Signal wires by layer:
Drawn at 4 px/um.
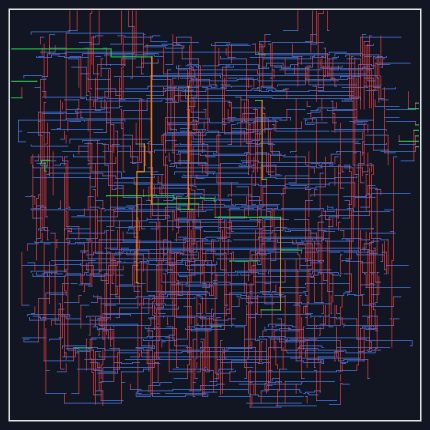
Clock routing:
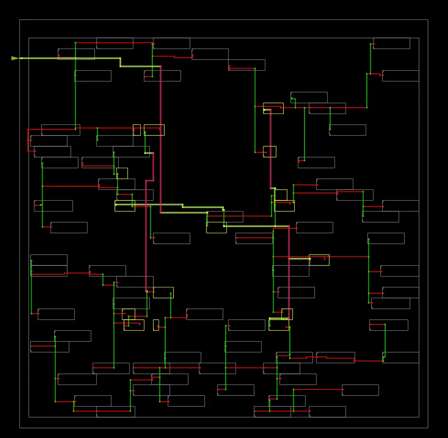
## src/rtl/dir_pkg.sv

```systemverilog
// rtl/dir_pkg.sv - request/message/directory encodings and FSM state type for the directory controller
package dir_pkg;

  typedef enum logic [1:0] {
    REQ_READ_MISS  = 2'b00,
    REQ_WRITE_MISS = 2'b01,
    REQ_INVALIDATE = 2'b10,
    REQ_WRITE_BACK = 2'b11
  } req_type_e;

  typedef enum logic [1:0] {
    MSG_DATA_REPLY = 2'b00,
    MSG_INVALIDATE = 2'b01,
    MSG_FETCH      = 2'b10,
    MSG_FETCH_INV  = 2'b11
  } msg_type_e;

  typedef enum logic [1:0] {
    DIR_UNCACHED  = 2'b01,
    DIR_SHARED    = 2'b10,
    DIR_EXCLUSIVE = 2'b11
  } dir_state_e;

  typedef enum logic [2:0] {
    ST_IDLE,
    ST_LOOKUP,
    ST_SEND_INV,
    ST_SEND_FETCH,
    ST_WAIT_WB,
    ST_REPLY
  } fsm_state_e;

  localparam int STAT_W = 16;

endpackage

```

## src/rtl/dir_entry_array.sv

```systemverilog
// rtl/dir_entry_array.sv - per-block directory state and sharer storage, one async read port, one write port
module dir_entry_array
  import dir_pkg::*;
#(
  parameter int NUM_NODES  = 4,
  parameter int NUM_BLOCKS = 8,
  localparam int ADDR_W    = $clog2(NUM_BLOCKS)
) (
  input  logic                 clock,
  input  logic                 reset,
  input  logic [ADDR_W-1:0]    i_raddr,
  output dir_state_e           o_rstate,
  output logic [NUM_NODES-1:0] o_rsharers,
  input  logic                 i_we,
  input  logic [ADDR_W-1:0]    i_waddr,
  input  dir_state_e           i_wstate,
  input  logic [NUM_NODES-1:0] i_wsharers
);

  dir_state_e           r_state   [NUM_BLOCKS];
  logic [NUM_NODES-1:0] r_sharers [NUM_BLOCKS];

  always_ff @(posedge clock or posedge reset) begin
    if (reset) begin
      for (int i = 0; i < NUM_BLOCKS; i++) begin
        r_state[i]   <= DIR_UNCACHED;
        r_sharers[i] <= '0;
      end
    end else if (i_we) begin
      r_state[i_waddr]   <= i_wstate;
      r_sharers[i_waddr] <= i_wsharers;
    end
  end

  assign o_rstate   = r_state[i_raddr];
  assign o_rsharers = r_sharers[i_raddr];

endmodule

```

## src/rtl/directory_controller.sv

```systemverilog
// rtl/directory_controller.sv - MSI-style coherence directory controller
// Defining DIR_STATS_EN adds saturating stat_req_count / stat_inv_count outputs.
module directory_controller
  import dir_pkg::*;
#(
  parameter int NUM_NODES  = 4,
  parameter int NUM_BLOCKS = 8,
  localparam int ADDR_W    = $clog2(NUM_BLOCKS),
  localparam int NODE_W    = $clog2(NUM_NODES)
) (
  input  logic                 clock,
  input  logic                 reset,
  input  logic                 req_valid,
  output logic                 req_ready,
  input  logic [1:0]           req_type,
  input  logic [NODE_W-1:0]    req_node,
  input  logic [ADDR_W-1:0]    req_addr,
  output logic                 msg_valid,
  input  logic                 msg_ready,
  output logic [1:0]           msg_type,
  output logic [NUM_NODES-1:0] msg_dest,
  output logic [ADDR_W-1:0]    msg_addr,
  input  logic                 wb_valid
`ifdef DIR_STATS_EN
  ,
  output logic [STAT_W-1:0]    stat_req_count,
  output logic [STAT_W-1:0]    stat_inv_count
`endif
);

  fsm_state_e           r_state, w_next;
  req_type_e            r_type;
  logic [NODE_W-1:0]    r_node;
  logic [ADDR_W-1:0]    r_addr;
  logic [NUM_NODES-1:0] r_dest, w_dest;
  logic                 r_fetch_inv, w_fetch_inv;
  logic                 r_reply, w_reply;
  dir_state_e           r_new_state, w_new_state;
  logic [NUM_NODES-1:0] r_new_sharers, w_new_sharers;

  dir_state_e           w_dstate;
  logic [NUM_NODES-1:0] w_sharers, w_req_mask, w_others;
  logic                 w_is_owner, w_we, w_msg_valid;
  msg_type_e            w_msg_type;
  logic [NUM_NODES-1:0] w_msg_dest;

  dir_entry_array #(.NUM_NODES(NUM_NODES), .NUM_BLOCKS(NUM_BLOCKS)) u_array (
    .clock      (clock),
    .reset      (reset),
    .i_raddr    (r_addr),
    .o_rstate   (w_dstate),
    .o_rsharers (w_sharers),
    .i_we       (w_we),
    .i_waddr    (r_addr),
    .i_wstate   (w_new_state),
    .i_wsharers (w_new_sharers)
  );

  assign w_req_mask = NUM_NODES'(1) << r_node;
  assign w_others   = w_sharers & ~w_req_mask;
  assign w_is_owner = (w_dstate == DIR_EXCLUSIVE) && (w_sharers == w_req_mask);
  assign req_ready  = (r_state == ST_IDLE) && !reset;

  always_ff @(posedge clock or posedge reset) begin
    if (reset) r_state <= ST_IDLE;
    else       r_state <= w_next;
  end

  always_comb begin
    w_next        = r_state;
    w_we          = 1'b0;
    w_msg_valid   = 1'b0;
    w_msg_type    = MSG_DATA_REPLY;
    w_msg_dest    = '0;
    w_dest        = r_dest;
    w_fetch_inv   = r_fetch_inv;
    w_reply       = r_reply;
    w_new_state   = r_new_state;
    w_new_sharers = r_new_sharers;
    case (r_state)
      ST_IDLE: if (req_valid && req_ready) w_next = ST_LOOKUP;
      ST_LOOKUP: begin
        // Decide the whole transaction here; the entry is rewritten only when it completes.
        w_next = ST_REPLY;
        if (r_type == REQ_WRITE_BACK) begin
          w_next        = ST_IDLE;
          w_we          = w_is_owner;
          w_new_state   = DIR_UNCACHED;
          w_new_sharers = '0;
        end else begin
          case (w_dstate)
            DIR_SHARED: begin
              if (r_type == REQ_READ_MISS) begin
                w_new_state   = DIR_SHARED;
                w_new_sharers = w_sharers | w_req_mask;
              end else begin
                w_new_state   = DIR_EXCLUSIVE;
                w_new_sharers = w_req_mask;
                w_reply       = !((r_type == REQ_INVALIDATE) && |(w_sharers & w_req_mask));
                w_dest        = w_others;
                if (|w_others) w_next = ST_SEND_INV;
                else if (!w_reply) begin
                  w_next = ST_IDLE;
                  w_we   = 1'b1;
                end
              end
            end
            DIR_EXCLUSIVE: begin
              w_new_state = (r_type == REQ_READ_MISS) ? DIR_SHARED : DIR_EXCLUSIVE;
              if (w_is_owner) begin
                w_new_sharers = w_req_mask;
              end else begin
                w_next        = ST_SEND_FETCH;
                w_dest        = w_sharers;
                w_fetch_inv   = (r_type != REQ_READ_MISS);
                w_new_sharers = (r_type == REQ_READ_MISS) ? (w_sharers | w_req_mask) : w_req_mask;
              end
            end
            default: begin
              w_new_state   = (r_type == REQ_READ_MISS) ? DIR_SHARED : DIR_EXCLUSIVE;
              w_new_sharers = w_req_mask;
            end
          endcase
        end
      end
      ST_SEND_INV: begin
        w_msg_valid = 1'b1;
        w_msg_type  = MSG_INVALIDATE;
        w_msg_dest  = r_dest;
        if (msg_ready) begin
          w_next = r_reply ? ST_REPLY : ST_IDLE;
          w_we   = !r_reply;
        end
      end
      ST_SEND_FETCH: begin
        w_msg_valid = 1'b1;
        w_msg_type  = r_fetch_inv ? MSG_FETCH_INV : MSG_FETCH;
        w_msg_dest  = r_dest;
        if (msg_ready) w_next = ST_WAIT_WB;
      end
      ST_WAIT_WB: if (wb_valid) w_next = ST_REPLY;
      ST_REPLY: begin
        w_msg_valid = 1'b1;
        w_msg_type  = MSG_DATA_REPLY;
        w_msg_dest  = w_req_mask;
        if (msg_ready) begin
          w_next = ST_IDLE;
          w_we   = 1'b1;
        end
      end
      default: w_next = ST_IDLE;
    endcase
  end

  always_ff @(posedge clock or posedge reset) begin
    if (reset) begin
      r_type        <= REQ_READ_MISS;
      r_node        <= '0;
      r_addr        <= '0;
      r_dest        <= '0;
      r_fetch_inv   <= 1'b0;
      r_reply       <= 1'b0;
      r_new_state   <= DIR_UNCACHED;
      r_new_sharers <= '0;
    end else begin
      if (req_valid && req_ready) begin
        r_type <= req_type_e'(req_type);
        r_node <= req_node;
        r_addr <= req_addr;
      end
      r_dest        <= w_dest;
      r_fetch_inv   <= w_fetch_inv;
      r_reply       <= w_reply;
      r_new_state   <= w_new_state;
      r_new_sharers <= w_new_sharers;
    end
  end

  assign msg_valid = w_msg_valid;
  assign msg_type  = w_msg_type;
  assign msg_dest  = w_msg_dest;
  assign msg_addr  = w_msg_valid ? r_addr : '0;

`ifdef DIR_STATS_EN
  logic [STAT_W-1:0] r_req_count, r_inv_count;
  logic              w_inv_hs;

  assign w_inv_hs = msg_valid && msg_ready &&
                    (msg_type == MSG_INVALIDATE || msg_type == MSG_FETCH_INV);

  always_ff @(posedge clock or posedge reset) begin
    if (reset) begin
      r_req_count <= '0;
      r_inv_count <= '0;
    end else begin
      if (req_valid && req_ready && !(&r_req_count)) r_req_count <= r_req_count + 1'b1;
      if (w_inv_hs && !(&r_inv_count))               r_inv_count <= r_inv_count + 1'b1;
    end
  end

  assign stat_req_count = r_req_count;
  assign stat_inv_count = r_inv_count;
`endif

endmodule

```

## config.mk

```make
export PLATFORM = sky130hd
export DESIGN_NAME = directory_controller
export DESIGN_NICKNAME = d
export VERILOG_FILES = /design/src/rtl/dir_pkg.sv /design/src/rtl/dir_entry_array.sv /design/src/rtl/directory_controller.sv
export SDC_FILE = /design/constraint.sdc
export NUM_CORES = 1
export LEC_CHECK = 0
export ABC_AREA = 1
export CELL_PAD_IN_SITES_DETAIL_PLACEMENT = 1
export CELL_PAD_IN_SITES_GLOBAL_PLACEMENT = 1
export CORE_MARGIN = 2
export CORE_UTILIZATION = 40
export CTS_CLUSTER_DIAMETER = 150
export DETAILED_ROUTE_END_ITERATION = 8
export PLACE_DENSITY_LB_ADDON = 0.1
export SYNTH_ARGS = -nofsm -noshare
export SYNTH_HDL_FRONTEND = slang
export SYNTH_HIERARCHICAL = 1
export SYNTH_SLANG_ARGS = --single-unit
```

## constraint.sdc

```tcl
create_clock -name clock -period 6.93 [get_ports clock]
set_input_delay 0.693 -clock clock [delete_from_list [all_inputs] [get_ports clock]]
set_output_delay 0.693 -clock clock [all_outputs]
set_load 0.1 [all_outputs]
```

==> impl_metrics.json <==
{
  "status": "finished, final reports clean",
  "ios": 23,
  "synth_seq_share_pct": 45.4,
  "dp_hpwl_um": 7950,
  "final_cell_count_no_fill": 683,
  "hold_path_end": "u_array/r_state[4]",
  "hold_path_class": "reg2reg",
  "fin_total_pwr_uw": 2190,
  "top_area_share_pct": 39.3,
  "warning_count": 30,
  "syn_to_final_growth_pct": 11.6,
  "rows": 35,
  "finalWeightedCongestion": 0.894,
  "slew_headroom_pct": 32.0,
  "syn_area_per_cell_sq_um": 7.28,
  "layout.nets": 570,
  "post_cts_resize_count": 0,
  "whs_ns": 0.481,
  "cts_setup_buffers": 0,
  "clk-insertion-delay-late_ns": 0.35,
  "adder_share_pct": 2.90,
  "syn_area_sq_um": 3880,
  "final_max_slew_viol_count": 0,
  "internal_power_uw": 1050,
  "ys_warn_count": 6,
  "worstMarginPinSlew_ns": 1.02,
  "grt_overflow": 0,
  "comb_area_sq_um": 1680
}
Notes on 'signal wires by layer' above:
[met3] green | wire length: 154 um
[met4] orange | wire length: 147 um
[met2] red | wire length: 4,980 um
[met1] blue | wire length: 5,540 um
Vias: 3,369
Total Wirelength: 10,800 um
mean routed wirelength per cell: 15.9 um

Notes on 'clock routing' above:
Inserted Clock Buffers: 9
clk_buf instances: 10
Sink Count: 70
Clock net power: 304 uW

layer usage:
metal	up-vias	global-route usage (%)	wire, um
li1	1677	-	-
met1	1644	33.2	5540
met2	36	36.2	4980
met3	12	3.25	153
met4	0	6.97	146
met5	-	0	0
worst max path at each step:
stage	start	endpoint	depth (start not counted)
2_1_floorplan	r_state[1]	msg_dest[0]	4
3_3_place_gp	r_addr[1]	u_array/r_sharers[3]	17
3_5_place_dp	r_addr[0]	u_array/r_state[2]	19
4_1_cts	r_addr[0]	u_array/r_state[2]	19
5_1_grt	r_addr[0]	u_array/r_state[2]	19
6_report	r_addr[0]	u_array/r_state[2]	19
Yosys cell counts, types with 2 or more instances:
library cell	instances
buf_6	4
nand3_2	2
o21ai_0	48
inv_1	82
nand2_2	4
clkbuf_1	3
nor2_2	2
o21ai_1	22
a21oi_1	2
inv_2	5
o22ai_1	2
nor2_4	3
nor2_1	21
ha_1	9
dfstp_2	9
nand3_1	39
buf_2	10
nand2_1	193
dfrtp_1	61
cell type report:
type	instances	area share, %
well taps	129	3.73
clock inverters	6	1.07
repair buffers	23	5.26
clock buffers	10	2.95
multi-input cells	358	38.8
flip-flops and latches	70	40.7
inverters	87	7.54
power groups by stage:
| stage | sequential, uW | combinational (uW) | clock, uW |
|---|---|---|---|
| 2_1_floorplan | 672 | 883 | 0 |
| 3_3_place_gp | 709 | 1150 | 0 |
| 3_5_place_dp | 717 | 1180 | 0 |
| 4_1_cts | 711 | 1180 | 316 |
| 5_1_grt | 732 | 1340 | 332 |
| 6_report | 711 | 1180 | 304 |
stage by stage:
stage | utilization, % | area, sq um
floorplan | - | 3880
global placement | 44.6 | 4160
detailed placement | 44.6 | 4160
CTS | 46.4 | 4330
global route | 46.4 | 4330
finish | 46.4 | 4330
critical path, cell delays in order (launching register included):
cell and delay [ns]:
dfrtp_1 0.36, buf_4 0.22, inv_1 0.57, nand2_1 0.14, nand3_1 0.10, nand2_1 0.07, nand2_1 0.09, nand2_1 0.13
inv_1 0.10, ha_1 0.24, inv_1 0.06, nand4_1 0.09, nor2_1 0.12, o21a_1 0.12, nand2_1 0.05, nand2_1 0.14
inv_1 0.07, nor2_2 0.16, nand3_1 0.37, o21ai_0 0.34
logic make-up (layout without fill, tap and decap cells):
kind of cell	Yosys count	count (layout)
flip-flops	70	70
adder cells (fa/ha/maj)	9	9
AND/OR/NAND/NOR	271	271
buffers and inverters	105	126
AND-OR/OR-AND	77	77
multiplexers	1	1
state kept, by name, indices dropped and copies added (netlist names):
| signal | cells |
|---|---|
| u_array/r_sharers | 32 |
| u_array/r_state | 16 |
| r_dest | 4 |
| r_new_sharers | 4 |
| r_addr | 3 |
| r_state | 3 |
| r_new_state | 2 |
| r_node | 2 |
| r_type | 2 |
| r_fetch_inv | 1 |
| r_reply | 1 |
No activity file was given, so power comes from the tool's default toggle rates.
